===== src/rtl/div_unit_pkg.sv =====
// Shared core definitions for the divide unit: operand width, op encodings,
// FSM states and small op-decode helpers.
package div_unit_pkg;

  localparam int unsigned XLEN = 32;

  typedef enum logic [1:0] {
    OP_DIV  = 2'b00,
    OP_DIVU = 2'b01,
    OP_REM  = 2'b10,
    OP_REMU = 2'b11
  } div_op_e;

  typedef enum logic [1:0] {
    ST_IDLE,
    ST_CALC,
    ST_FIX,
    ST_DONE
  } div_state_e;

  localparam logic [5:0] LAST_STEP = 6'd31;

  function automatic logic op_is_signed(logic [1:0] op);
    return (op == OP_DIV) || (op == OP_REM);
  endfunction

  function automatic logic op_is_rem(logic [1:0] op);
    return (op == OP_REM) || (op == OP_REMU);
  endfunction

endpackage


===== src/rtl/div_unit.sv =====
// Iterative restoring divider (DIV/DIVU/REM/REMU) with a registered
// register-file writeback port; 32 shift-subtract steps plus a sign fix-up.
module div_unit #(
  parameter int unsigned XLEN = div_unit_pkg::XLEN
) (
  input  logic            clk_i,
  input  logic            rst_n_i,
  input  logic            start_i,
  input  logic [1:0]      op_i,
  input  logic [XLEN-1:0] rs1_data_i,
  input  logic [XLEN-1:0] rs2_data_i,
  input  logic [4:0]      rd_i,
  input  logic            kill_i,
  output logic            busy_o,
  output logic            reg_wr_en_o,
  output logic [4:0]      reg_dr_o,
  output logic [XLEN-1:0] reg_data_o
);
  import div_unit_pkg::*;

  localparam logic [XLEN-1:0] MIN_INT = {1'b1, {(XLEN-1){1'b0}}};

  div_state_e      state_q, state_d;
  logic [5:0]      cnt_q, cnt_d;
  logic [XLEN-1:0] quo_q, quo_d;
  logic [XLEN-1:0] rem_q, rem_d;
  logic [XLEN-1:0] dvs_q, dvs_d;
  logic            neg_quo_q, neg_quo_d;
  logic            neg_rem_q, neg_rem_d;
  logic            is_rem_q, is_rem_d;
  logic [4:0]      rd_q, rd_d;
  logic            wr_en_q, wr_en_d;
  logic [4:0]      dr_q, dr_d;
  logic [XLEN-1:0] data_q, data_d;

  logic            busy;
  logic            signed_op, rem_op, a_neg, b_neg;
  logic            div_zero, overflow;
  logic [XLEN-1:0] a_mag, b_mag, special_res, fix_res;
  logic [XLEN:0]   rem_shift;
  logic            step_ge;
  logic [XLEN-1:0] rem_step;

  always_comb begin
    busy      = (state_q == ST_CALC) || (state_q == ST_FIX);
    signed_op = op_is_signed(op_i);
    rem_op    = op_is_rem(op_i);
    a_neg     = signed_op & rs1_data_i[XLEN-1];
    b_neg     = signed_op & rs2_data_i[XLEN-1];
    a_mag     = a_neg ? (~rs1_data_i + 1'b1) : rs1_data_i;
    b_mag     = b_neg ? (~rs2_data_i + 1'b1) : rs2_data_i;
    div_zero  = (rs2_data_i == '0);
    overflow  = signed_op && (rs1_data_i == MIN_INT) && (rs2_data_i == '1);
    if (div_zero) special_res = rem_op ? rs1_data_i : '1;
    else          special_res = rem_op ? '0 : MIN_INT;

    // Partial remainder stays below the divisor, so the low XLEN bits of the
    // difference are exact whenever no borrow occurs.
    rem_shift = {rem_q, quo_q[XLEN-1]};
    step_ge   = (rem_shift >= {1'b0, dvs_q});
    rem_step  = step_ge ? (rem_shift[XLEN-1:0] - dvs_q) : rem_shift[XLEN-1:0];

    if (is_rem_q) fix_res = neg_rem_q ? (~rem_q + 1'b1) : rem_q;
    else          fix_res = neg_quo_q ? (~quo_q + 1'b1) : quo_q;
  end

  always_comb begin
    state_d   = state_q;
    cnt_d     = cnt_q;
    quo_d     = quo_q;
    rem_d     = rem_q;
    dvs_d     = dvs_q;
    neg_quo_d = neg_quo_q;
    neg_rem_d = neg_rem_q;
    is_rem_d  = is_rem_q;
    rd_d      = rd_q;
    wr_en_d   = 1'b0;
    dr_d      = dr_q;
    data_d    = data_q;

    if (kill_i) begin
      state_d = ST_IDLE;
    end else begin
      case (state_q)
        ST_IDLE, ST_DONE: begin
          state_d = ST_IDLE;
          if (start_i) begin
            if (div_zero || overflow) begin
              state_d = ST_DONE;
              data_d  = special_res;
              dr_d    = rd_i;
              wr_en_d = (rd_i != 5'd0);
            end else begin
              state_d   = ST_CALC;
              cnt_d     = '0;
              quo_d     = a_mag;
              rem_d     = '0;
              dvs_d     = b_mag;
              neg_quo_d = a_neg ^ b_neg;
              neg_rem_d = a_neg;
              is_rem_d  = rem_op;
              rd_d      = rd_i;
            end
          end
        end
        ST_CALC: begin
          quo_d = {quo_q[XLEN-2:0], step_ge};
          rem_d = rem_step;
          cnt_d = cnt_q + 6'd1;
          if (cnt_q == LAST_STEP) state_d = ST_FIX;
        end
        ST_FIX: begin
          state_d = ST_DONE;
          data_d  = fix_res;
          dr_d    = rd_q;
          wr_en_d = (rd_q != 5'd0);
        end
        default: state_d = ST_IDLE;
      endcase
    end
  end

  always_ff @(posedge clk_i or negedge rst_n_i) begin
    if (!rst_n_i) begin
      state_q   <= ST_IDLE;
      cnt_q     <= '0;
      quo_q     <= '0;
      rem_q     <= '0;
      dvs_q     <= '0;
      neg_quo_q <= 1'b0;
      neg_rem_q <= 1'b0;
      is_rem_q  <= 1'b0;
      rd_q      <= '0;
      wr_en_q   <= 1'b0;
      dr_q      <= '0;
      data_q    <= '0;
    end else begin
      state_q   <= state_d;
      cnt_q     <= cnt_d;
      quo_q     <= quo_d;
      rem_q     <= rem_d;
      dvs_q     <= dvs_d;
      neg_quo_q <= neg_quo_d;
      neg_rem_q <= neg_rem_d;
      is_rem_q  <= is_rem_d;
      rd_q      <= rd_d;
      wr_en_q   <= wr_en_d;
      dr_q      <= dr_d;
      data_q    <= data_d;
    end
  end

  // A flush arriving in the DONE cycle must still cancel the registered strobe.
  assign busy_o      = busy;
  assign reg_wr_en_o = wr_en_q & ~kill_i;
  assign reg_dr_o    = dr_q;
  assign reg_data_o  = data_q;

endmodule


===== config.mk =====
export PLATFORM = sky130hd
export DESIGN_NAME = div_unit
export DESIGN_NICKNAME = d
export VERILOG_FILES = /design/src/rtl/div_unit_pkg.sv /design/src/rtl/div_unit.sv
export SDC_FILE = /design/constraint.sdc
export NUM_CORES = 1
export LEC_CHECK = 0
export CAP_MARGIN = 15
export CORE_ASPECT_RATIO = 2
export CORE_MARGIN = 4
export CORE_UTILIZATION = 50
export DETAILED_ROUTE_END_ITERATION = 10
export GPL_TIMING_DRIVEN = 0
export PLACE_DENSITY = 0.77
export SLEW_MARGIN = 20
export SYNTH_ARGS = -nofsm -noshare
export SYNTH_HDL_FRONTEND = slang
export SYNTH_SLANG_ARGS = --single-unit

===== constraint.sdc =====
create_clock -name clk_i -period 8.37 [get_ports clk_i]
set_input_delay 0.837 -clock clk_i [delete_from_list [all_inputs] [get_ports clk_i]]
set_output_delay 0.837 -clock clk_i [all_outputs]
set_load 0.01 [all_outputs]

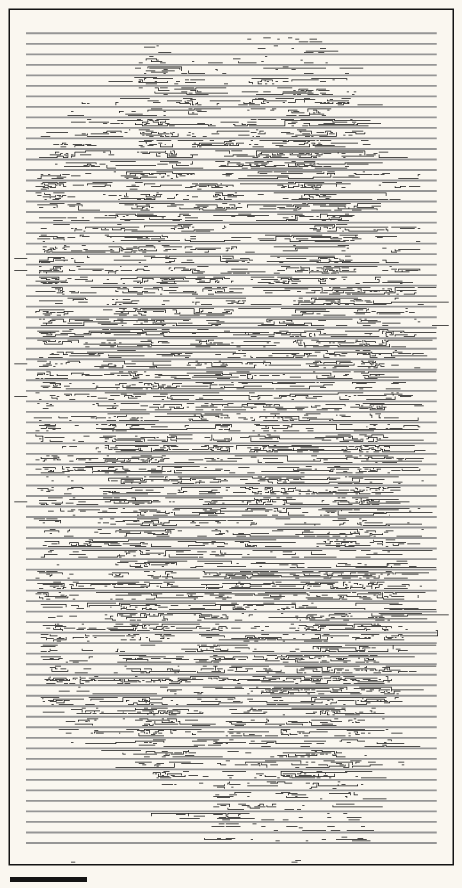
Fig. 1. Signal wires on met1 (run 1).
The bar under the picture is 20 um long. Supply wires on this layer in gray.
main direction: horizontal
longest straight run: 38.4 um
wire length on this layer: 12500 um

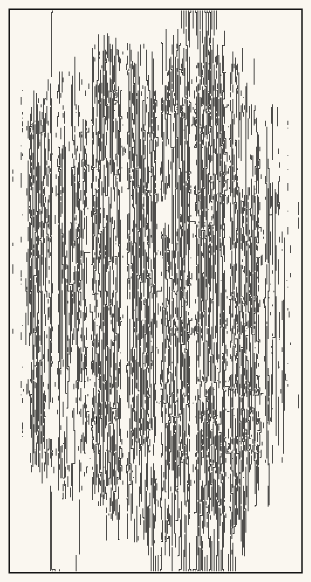
Fig. 2. Metal 2 (run 1).
share of all routed wire: 53%
main direction: vertical
longest straight run: 74.6 um
met2 Track Usage GR: 0.545
Post-Route WL: 38.4 mm
Vias: 11200

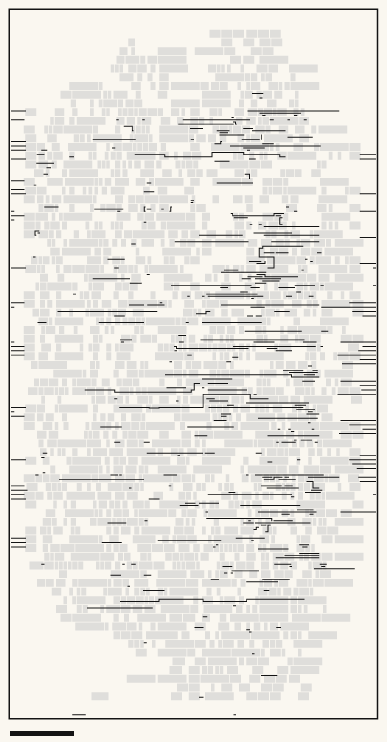
Fig. 3. M3 wires (run 1).
The bar under the picture is 20 um long. Cells faint in the background.
share of all routed wire: 5.5%
longest straight run: 39.3 um

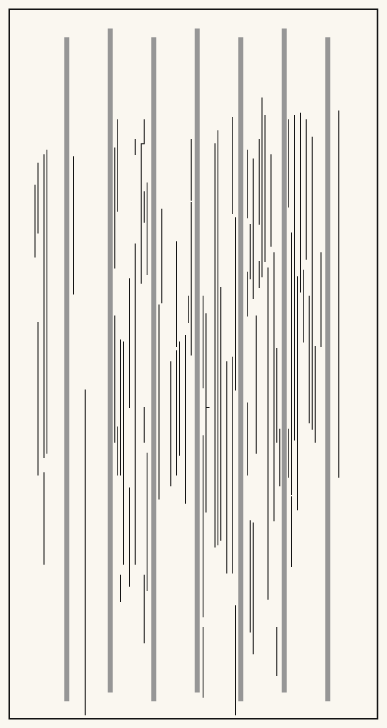
Fig. 4. M4 wires (run 1).
Supply wires on this layer in gray.
longest straight run: 129 um
nets with wire on the layer: 66

==> CHANGELOG.md, run 1 <==
## Flow update

- Status: finished clean
- Min-Delay Path Class: input pin to async pin
- Total GRT Usage: 0.304
- Yosys Chip Area: around 0.011 mm2
- Largest type area fraction: 0.331
- Ranking of synthesized cells by area: dfrtp_1 33%, xnor2_1 6.0%, xor2_1 5.3%
- Clock Skew: 0.00810 ns
- Core Area: 0.0223 mm2
- Log Warnings: 28
- Hold slack: 0.364 ns
- Simple share: 0.176
- Dpl ws: roughly 3.4 ns
- #FFs+latches synth: 150
- Crit path depth: 14
- Aoi share: 0.250
- R2R Setup Slk: roughly 4.3 ns
- Synthesized cell area: 0.0113 mm2
- Most frequent logic cells in the routed design: 154 x nand2_1, 150 x dfrtp_1, 119 x o21ai_0
- DP Cell Count: 1761
- Placer Congestion: 0.972
- Via density: approximately 6.3
- Cycle use final: 0.539
- XOR/XNOR Area Share: 0.113
- Congestion Overflow GR: 0
- Leak: 5.55 nW
-- run 1: logic make-up after synthesis --
kind of cell               count (synthesis)
AOI/OAI and AO/OA                        437
xor gates and xnor gates                 146
adders and majority gates                 41
buffers and inverters                    147
DFF                                      150
muxes                                     31
and+or+nand+nor                          420
-- run 1: cell type report --
type / count / area (um2) / area share
plain buffers: 82 / 394 / 0.0294
clock buffers: 21 / 470 / 0.0351
inverters: 65 / 244 / 0.0182
flip-flops and latches: 150 / 3750 / 0.280
repair buffers: 113 / 1150 / 0.0862
multi-input cells: 1075 / 6950 / 0.519
well taps: 276 / 345 / 0.0258
clock inverters: 10 / 80.1 / 0.00598
-- run 1: flip-flops by register name (all words and copies together), names as in the netlist --
name and cells:
dvs_q 32, quo_q 32, reg_data_o 32, rem_q 32, cnt_q 6, rd_q 5
reg_dr_o 5, state_q 2, is_rem_q 1, neg_quo_q 1, neg_rem_q 1, wr_en_q 1
-- run 1: cell usage after synthesis (10+ instances only) --
| cell type | instances |
|---|---|
| or4_1 | 18 |
| inv_1 | 64 |
| o221ai_1 | 11 |
| nand4_1 | 13 |
| xnor2_1 | 77 |
| buf_2 | 21 |
| a32oi_1 | 13 |
| a31oi_1 | 18 |
| clkbuf_1 | 50 |
| o22ai_1 | 17 |
| nor4_1 | 12 |
| ha_1 | 40 |
| nand2_1 | 154 |
| a21oi_1 | 90 |
| o41ai_1 | 14 |
| nor2_1 | 111 |
| nand2b_1 | 10 |
| nand3_1 | 25 |
| mux2i_1 | 25 |
| dfrtp_1 | 150 |
| or3_1 | 14 |
| a21o_1 | 10 |
| or2_2 | 10 |
| nor3_1 | 21 |
| o21ai_1 | 19 |
| o211ai_1 | 15 |
| o31ai_1 | 35 |
| a211oi_1 | 13 |
| xor2_1 | 69 |
| a221o_1 | 20 |
| o21ai_0 | 119 |
-- run 1: report_power, final --
| part | total (W) | leakage, nW | internal, W | switching (W) |
|---|---|---|---|---|
| Combinational | 0.00224 | 3.39 | 0.000908 | 0.00133 |
| Sequential | 0.00123 | 1.89 | 0.000995 | 0.000239 |
| Clock | 0.000736 | 0.274 | 0.000426 | 0.000310 |
| Total | 0.00421 | 5.55 | 0.00233 | 0.00188 |
-- run 1: worst min-delay path by stage --
stage / startpoint / endpoint / slack, ns / cells after the start
6_report: rst_n_i / dvs_q[4]$_DFFE_PN0P_ / 0.36 / 1
5_1_grt: rst_n_i / dvs_q[5]$_DFFE_PN0P_ / 0.42 / 1
4_1_cts: rst_n_i / reg_dr_o[0]$_DFFE_PN0P_ / 0.38 / 1
3_5_place_dp: reg_data_o[31]$_DFFE_PN0P_ / reg_data_o[31]$_DFFE_PN0P_ / 0.47 / 2
3_3_place_gp: dvs_q[21]$_DFFE_PN0P_ / dvs_q[21]$_DFFE_PN0P_ / 0.46 / 2
2_1_floorplan: dvs_q[16]$_DFFE_PN0P_ / dvs_q[16]$_DFFE_PN0P_ / 0.45 / 2
-- run 1: layer usage --
layer	track usage	part of all wire
met1	0.291	0.32
met2	0.545	0.53
met3	0.0467	0.055
met4	0.258	0.092
met5	0	0
==> run 2: changes to the inputs <==
--- a/config.mk
+++ b/config.mk
@@ -11,7 +11,7 @@
 export CORE_UTILIZATION = 50
 export DETAILED_ROUTE_END_ITERATION = 10
 export GPL_TIMING_DRIVEN = 0
-export PLACE_DENSITY = 0.77
+export PLACE_DENSITY = 0.8
 export SLEW_MARGIN = 20
 export SYNTH_ARGS = -nofsm -noshare
 export SYNTH_HDL_FRONTEND = slang
==> constraint.sdc (replaced) <==
create_clock -name clk_i -period 4.1 [get_ports clk_i]
set_input_delay 0.41 -clock clk_i [delete_from_list [all_inputs] [get_ports clk_i]]
set_output_delay 0.41 -clock clk_i [all_outputs]
set_load 0.01 [all_outputs]
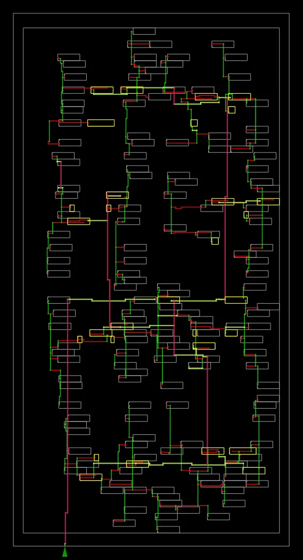
Fig. 5. Clock nets (run 2).
Layout clock buffers: 20
Clk. pwr: 0.00154 W
CTS buffer count: 17
worst skew pair latency: 0.46 ns
Clock Skew: 0.0109 ns

==> CHANGELOG.md, run 2 <==
## Flow update

- Status: finished clean
- Seq pwr share: 0.291
- Yosys Chip Area: roughly 0.011 mm2
- Core Area: about 0.022 mm2
- Hold slack: 0.477 ns
- Top cells by count, synth: 154 x nand2_1, 150 x dfrtp_1, 119 x o21ai_0, 111 x nor2_1, 90 x a21oi_1
- Largest type area fraction: 0.331
- Min-delay src: reg_data_o[25]$_DFFE_PN0P_
- Simple share: 0.176
- Power share of the combinational group: 0.531
- #FFs+latches synth: 150
- Min-Delay Path Class: register to register
- Total GRT Usage: 0.308
- Met1 capacity usage during global routing: 0.292
- Met3 Use GR: 0.0544
- Post-Route WL: 38.7 mm
- Vias: 11300
- Leak: approximately 5.6 nW
- Congestion Overflow GR: 0
- Cycle use final: 0.952
- Ranking of synthesized cells by area: dfrtp_1 33%, xnor2_1 6.0%, xor2_1 5.3%
- Placer Congestion: 0.981
- Via density: 6.28
- Switch share: 0.447
- Most frequent logic cells in the routed design: 154 x nand2_1, 150 x dfrtp_1, 119 x o21ai_0
- Busiest grt layer: met2
- Clk pwr share: 0.178
- Log Warnings: 28
- XOR/XNOR Area Share: 0.113
- Met2 Track Usage GR: 0.565
- Most frequent cell after synthesis: nand2_1
- Dpl ws: -0.426 ns
- Internal cell power: 0.00479 W
- P_sw: 0.00386 W
- Aoi share: 0.250
- Synthesized cell area: 0.0113 mm2
## run 2: final timing paths
path                       depth (start not counted)  slack, ns                          to
max in group asynchronous                          3       2.77       quo_q[25]$_DFFE_PN0P_
min in group asynchronous                          2       0.52         rd_q[0]$_DFFE_PN0P_
max reg2reg                                       11       0.29       rem_q[25]$_DFFE_PN0P_
min                                                2       0.48  reg_data_o[25]$_DFFE_PN0P_
max                                               12       0.19  reg_data_o[20]$_DFFE_PN0P_
min reg2reg                                        2       0.48  reg_data_o[25]$_DFFE_PN0P_
## run 2: cell type report
| type | count | area [um2] | share of cell area |
|---|---|---|---|
| antenna | 1 | 2.50 | 0.000186 |
| buffer | 82 | 394 | 0.0293 |
| clock buffer | 20 | 447 | 0.0332 |
| clock inverter | 10 | 108 | 0.00801 |
| inverter | 65 | 244 | 0.0182 |
| multi-input combinational | 1075 | 6950 | 0.517 |
| sequential | 150 | 3750 | 0.279 |
| tap | 276 | 345 | 0.0257 |
| timing repair buffer | 119 | 1200 | 0.0894 |
## run 2: critical path, cell delays in order
cell and delay (ns):
clkdlybuf4s50_1 0.48, inv_1 0.11, ha_1 0.17, or3b_1 0.39, or4_1 0.50, buf_2 0.22
nor4_1 0.88, and2_1 0.23, clkbuf_1 0.32, o21ai_0 0.17, o211ai_1 0.23, o21a_1 0.18
## run 2: routing by layer
| layer | share of wire | vias to the layer above |
|---|---|---|
| met4 | 0.081 | 0 |
| li1 | - | 5264 |
| met3 | 0.055 | 166 |
| met5 | 0 | - |
| met2 | 0.54 | 469 |
| met1 | 0.33 | 5391 |
## run 2: timing repair
item	CTS	global route
hold endpoints to repair	79	0
hold buffers	1	0
buffers inserted	0	5
endpoints found under the setup margin	0	42
## run 2: kinds of logic after synthesis
kind of cell / count (synthesis)
multiplexers: 31
buffers and inverters: 147
XOR/XNOR: 146
adder cells (fa/ha/maj): 41
flip-flops: 150
AND/OR/NAND/NOR: 420
AND-OR/OR-AND: 437
## run 2: through the flow
| stage | cell area, um2 | power (W) | util |
|---|---|---|---|
| after detailed placement | 12800 | 0.00703 | 0.577 |
| after global placement | 12800 | 0.00692 | 0.575 |
| after global routing | 13400 | 0.00920 | 0.604 |
| after floorplan | 11300 | 0.00542 | - |
| final | 13400 | 0.00865 | 0.604 |
| after CTS | 13400 | 0.00856 | 0.602 |
## run 2: power by group through the flow
stage	combinational [W]	sequential [W]	clock, W
2_1_floorplan	0.00295	0.00247	0
3_5_place_dp	0.00451	0.00252	0
3_3_place_gp	0.00441	0.00251	0
6_report	0.00459	0.00252	0.00154
5_1_grt	0.00502	0.00258	0.00160
4_1_cts	0.00452	0.00250	0.00153
==> run 3: changes to the inputs <==
--- a/config.mk
+++ b/config.mk
@@ -9,9 +9,11 @@
 export CORE_ASPECT_RATIO = 2
 export CORE_MARGIN = 4
 export CORE_UTILIZATION = 50
+export CTS_CLUSTER_DIAMETER = 120
 export DETAILED_ROUTE_END_ITERATION = 10
 export GPL_TIMING_DRIVEN = 0
 export PLACE_DENSITY = 0.8
+export RECOVER_POWER = 25
 export SLEW_MARGIN = 20
 export SYNTH_ARGS = -nofsm -noshare
 export SYNTH_HDL_FRONTEND = slang
==> constraint.sdc (replaced) <==
create_clock -name clk_i -period 3.5 [get_ports clk_i]
set_input_delay 0.35 -clock clk_i [delete_from_list [all_inputs] [get_ports clk_i]]
set_output_delay 0.35 -clock clk_i [all_outputs]
set_load 0.01 [all_outputs]
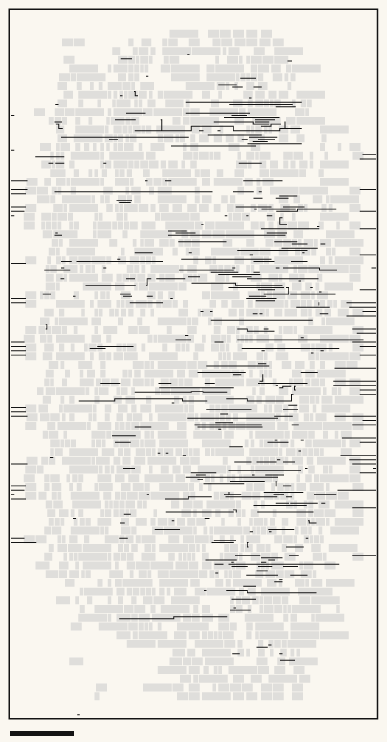
Fig. 6. M3 wires (run 3).
The bar under the picture is 20 um long. Cells faint in the background.
wire length on this layer: 2290 um
longest straight run: 49.0 um
main direction: horizontal
Vias: 11200
Post-Route WL: 38.7 mm
met3 Use GR: 0.0541

==> CHANGELOG.md, run 3 <==
## Flow update

- Syn Nets: ~1500
- Status: finished with violations
- Yosys Chip Area: 0.0113 mm2
- Max-Cap Viols: 1
- Worst skew pair latency: ~0.46 ns
- Most frequent cell after synthesis: nand2_1
- Die Width: 114 um
- DP Cell Count: 1761
- #FFs+latches synth: 150
- Depth of the most critical reg-to-reg path: 11
- Yosys cell count: 1372
- Total GRT Usage: 0.308
- Leak: 5.63 nW
- RSZ-0062 raised after global routing: false
- Most frequent logic cells in the routed design: 151 x nand2_1, 150 x dfrtp_1, 118 x o21ai_0
- Via density: between 6 and 7
- Core Area: 0.0223 mm2
- Congestion Overflow GR: 0
- Largest type area fraction: 0.331
- Hold Vio Cnt, Final: 0
- Top cells by count, synth: 154 x nand2_1, 150 x dfrtp_1, 119 x o21ai_0, 111 x nor2_1, 90 x a21oi_1
- Crit path capture: reg_data_o[20]$_DFFE_PN0P_
- Log Warnings: 29
- Pins Over Slew Limit: 80
- Pwr Total: a little over 0.01 W
- Min-Delay Path Class: input pin to register
- RR Endpoint: rem_q[26]$_DFFE_PN0P_
- Failing checks: capacitance limit, slew limit
- Fillers: around 2000
- Ranking of synthesized cells by area: dfrtp_1 33%, xnor2_1 6.0%, xor2_1 5.3%
- Synthesized cell area: 0.0113 mm2
- Ratio of cells with drive above 1 in the final layout: 0.0725
- Antenna cells: 0
- Placer Congestion: 0.981
- Clock Skew: 0.0101 ns
- R2R Setup Slk: 0.16 ns
- Iteration-0 DRC Markers: around 700
- CTS buffer count: 17
- Hold slack: 0.296 ns
- Cycle use final: 0.989
- First-pass GRT wire length: 60.7 mm
run 3: cell types whose count changed in the layout (fill, tap and decap cells not counted), sizes merged:
cell           previous run  this run
buf                      39        35
clkdlybuf4s50           111       109
diode                     1         0
dlymetal6s2s              0         2
run 3: logic make-up after synthesis:
group | share of synthesized area
compound gates | 0.250
fa+ha+maj | 0.0459
flops | 0.331
mux | 0.0280
buf+inv | 0.0563
xor+xnor | 0.113
simple gates | 0.176
run 3: per-layer routing:
layer  vias up  global-route usage  share of wire
met1      5334               0.293           0.32
met3       168              0.0541          0.059
met5         -                   0              0
met2       465               0.564           0.53
li1       5246                   -              -
met4         0               0.236          0.086
run 3: report_power, final:
group | total, W | internal (W) | switching (W)
clock | 0.00180 | 0.00105 | 0.000747
combinational | 0.00541 | 0.00220 | 0.00321
sequential | 0.00295 | 0.00238 | 0.000569
total | 0.0102 | 0.00563 | 0.00453
run 3: through the flow:
stage,cell area [um2],setup slack [ns],util
after floorplan,11300,0.482,-
after global placement,12800,-3.89,0.575
after detailed placement,12800,-0.966,0.577
after CTS,13500,-0.000991,0.605
after global routing,13500,0.00838,0.607
final,13500,0.0392,0.607
run 3: how the worst min path moves through the flow:
| stage | from | end | slack [ns] | cells after the start |
|---|---|---|---|---|
| after floorplan | rst_n_i | cnt_q[0]$_DFFE_PN0P_ | 0.05 | 0 |
| after global placement | dvs_q[16]$_DFFE_PN0P_ | dvs_q[16]$_DFFE_PN0P_ | 0.46 | 2 |
| after detailed placement | rst_n_i | dvs_q[4]$_DFFE_PN0P_ | 0.38 | 1 |
| after CTS | kill_i | state_q[0]$_DFFE_PN0P_ | 0.46 | 2 |
| after global routing | rs2_data_i[0] | dvs_q[0]$_DFFE_PN0P_ | 0.32 | 3 |
| final | rs2_data_i[0] | dvs_q[0]$_DFFE_PN0P_ | 0.30 | 3 |
run 3: final cells by class:
class | instances | area (um2) | area share
multi-input combinational | 1075 | 7010 | 0.519
sequential | 150 | 3750 | 0.278
timing repair buffer | 118 | 1190 | 0.0880
clock buffer | 20 | 447 | 0.0331
buffer | 79 | 420 | 0.0311
tap | 276 | 345 | 0.0256
inverter | 65 | 244 | 0.0181
clock inverter | 10 | 108 | 0.00796
run 3: critical path: stages:
cell	delay, ns
clkdlybuf4s50_1	0.57
or4_1	0.63
or4b_4	0.56
nor4_2	0.62
and2_1	0.21
clkbuf_1	0.32
o21ai_0	0.18
o211ai_1	0.23
o21a_1	0.18
run 3: timing repair:
item | in CTS | in global routing
resized | 17 | 21
pin swaps | 2 | 2
endpoints found under the hold margin | 79 | 0
hold buffers | 1 | 0
endpoints found under the setup margin | 144 | 139
setup buffers | 4 | 0
cloned | 0 | 0
Power is estimated from default activity; no workload was simulated.
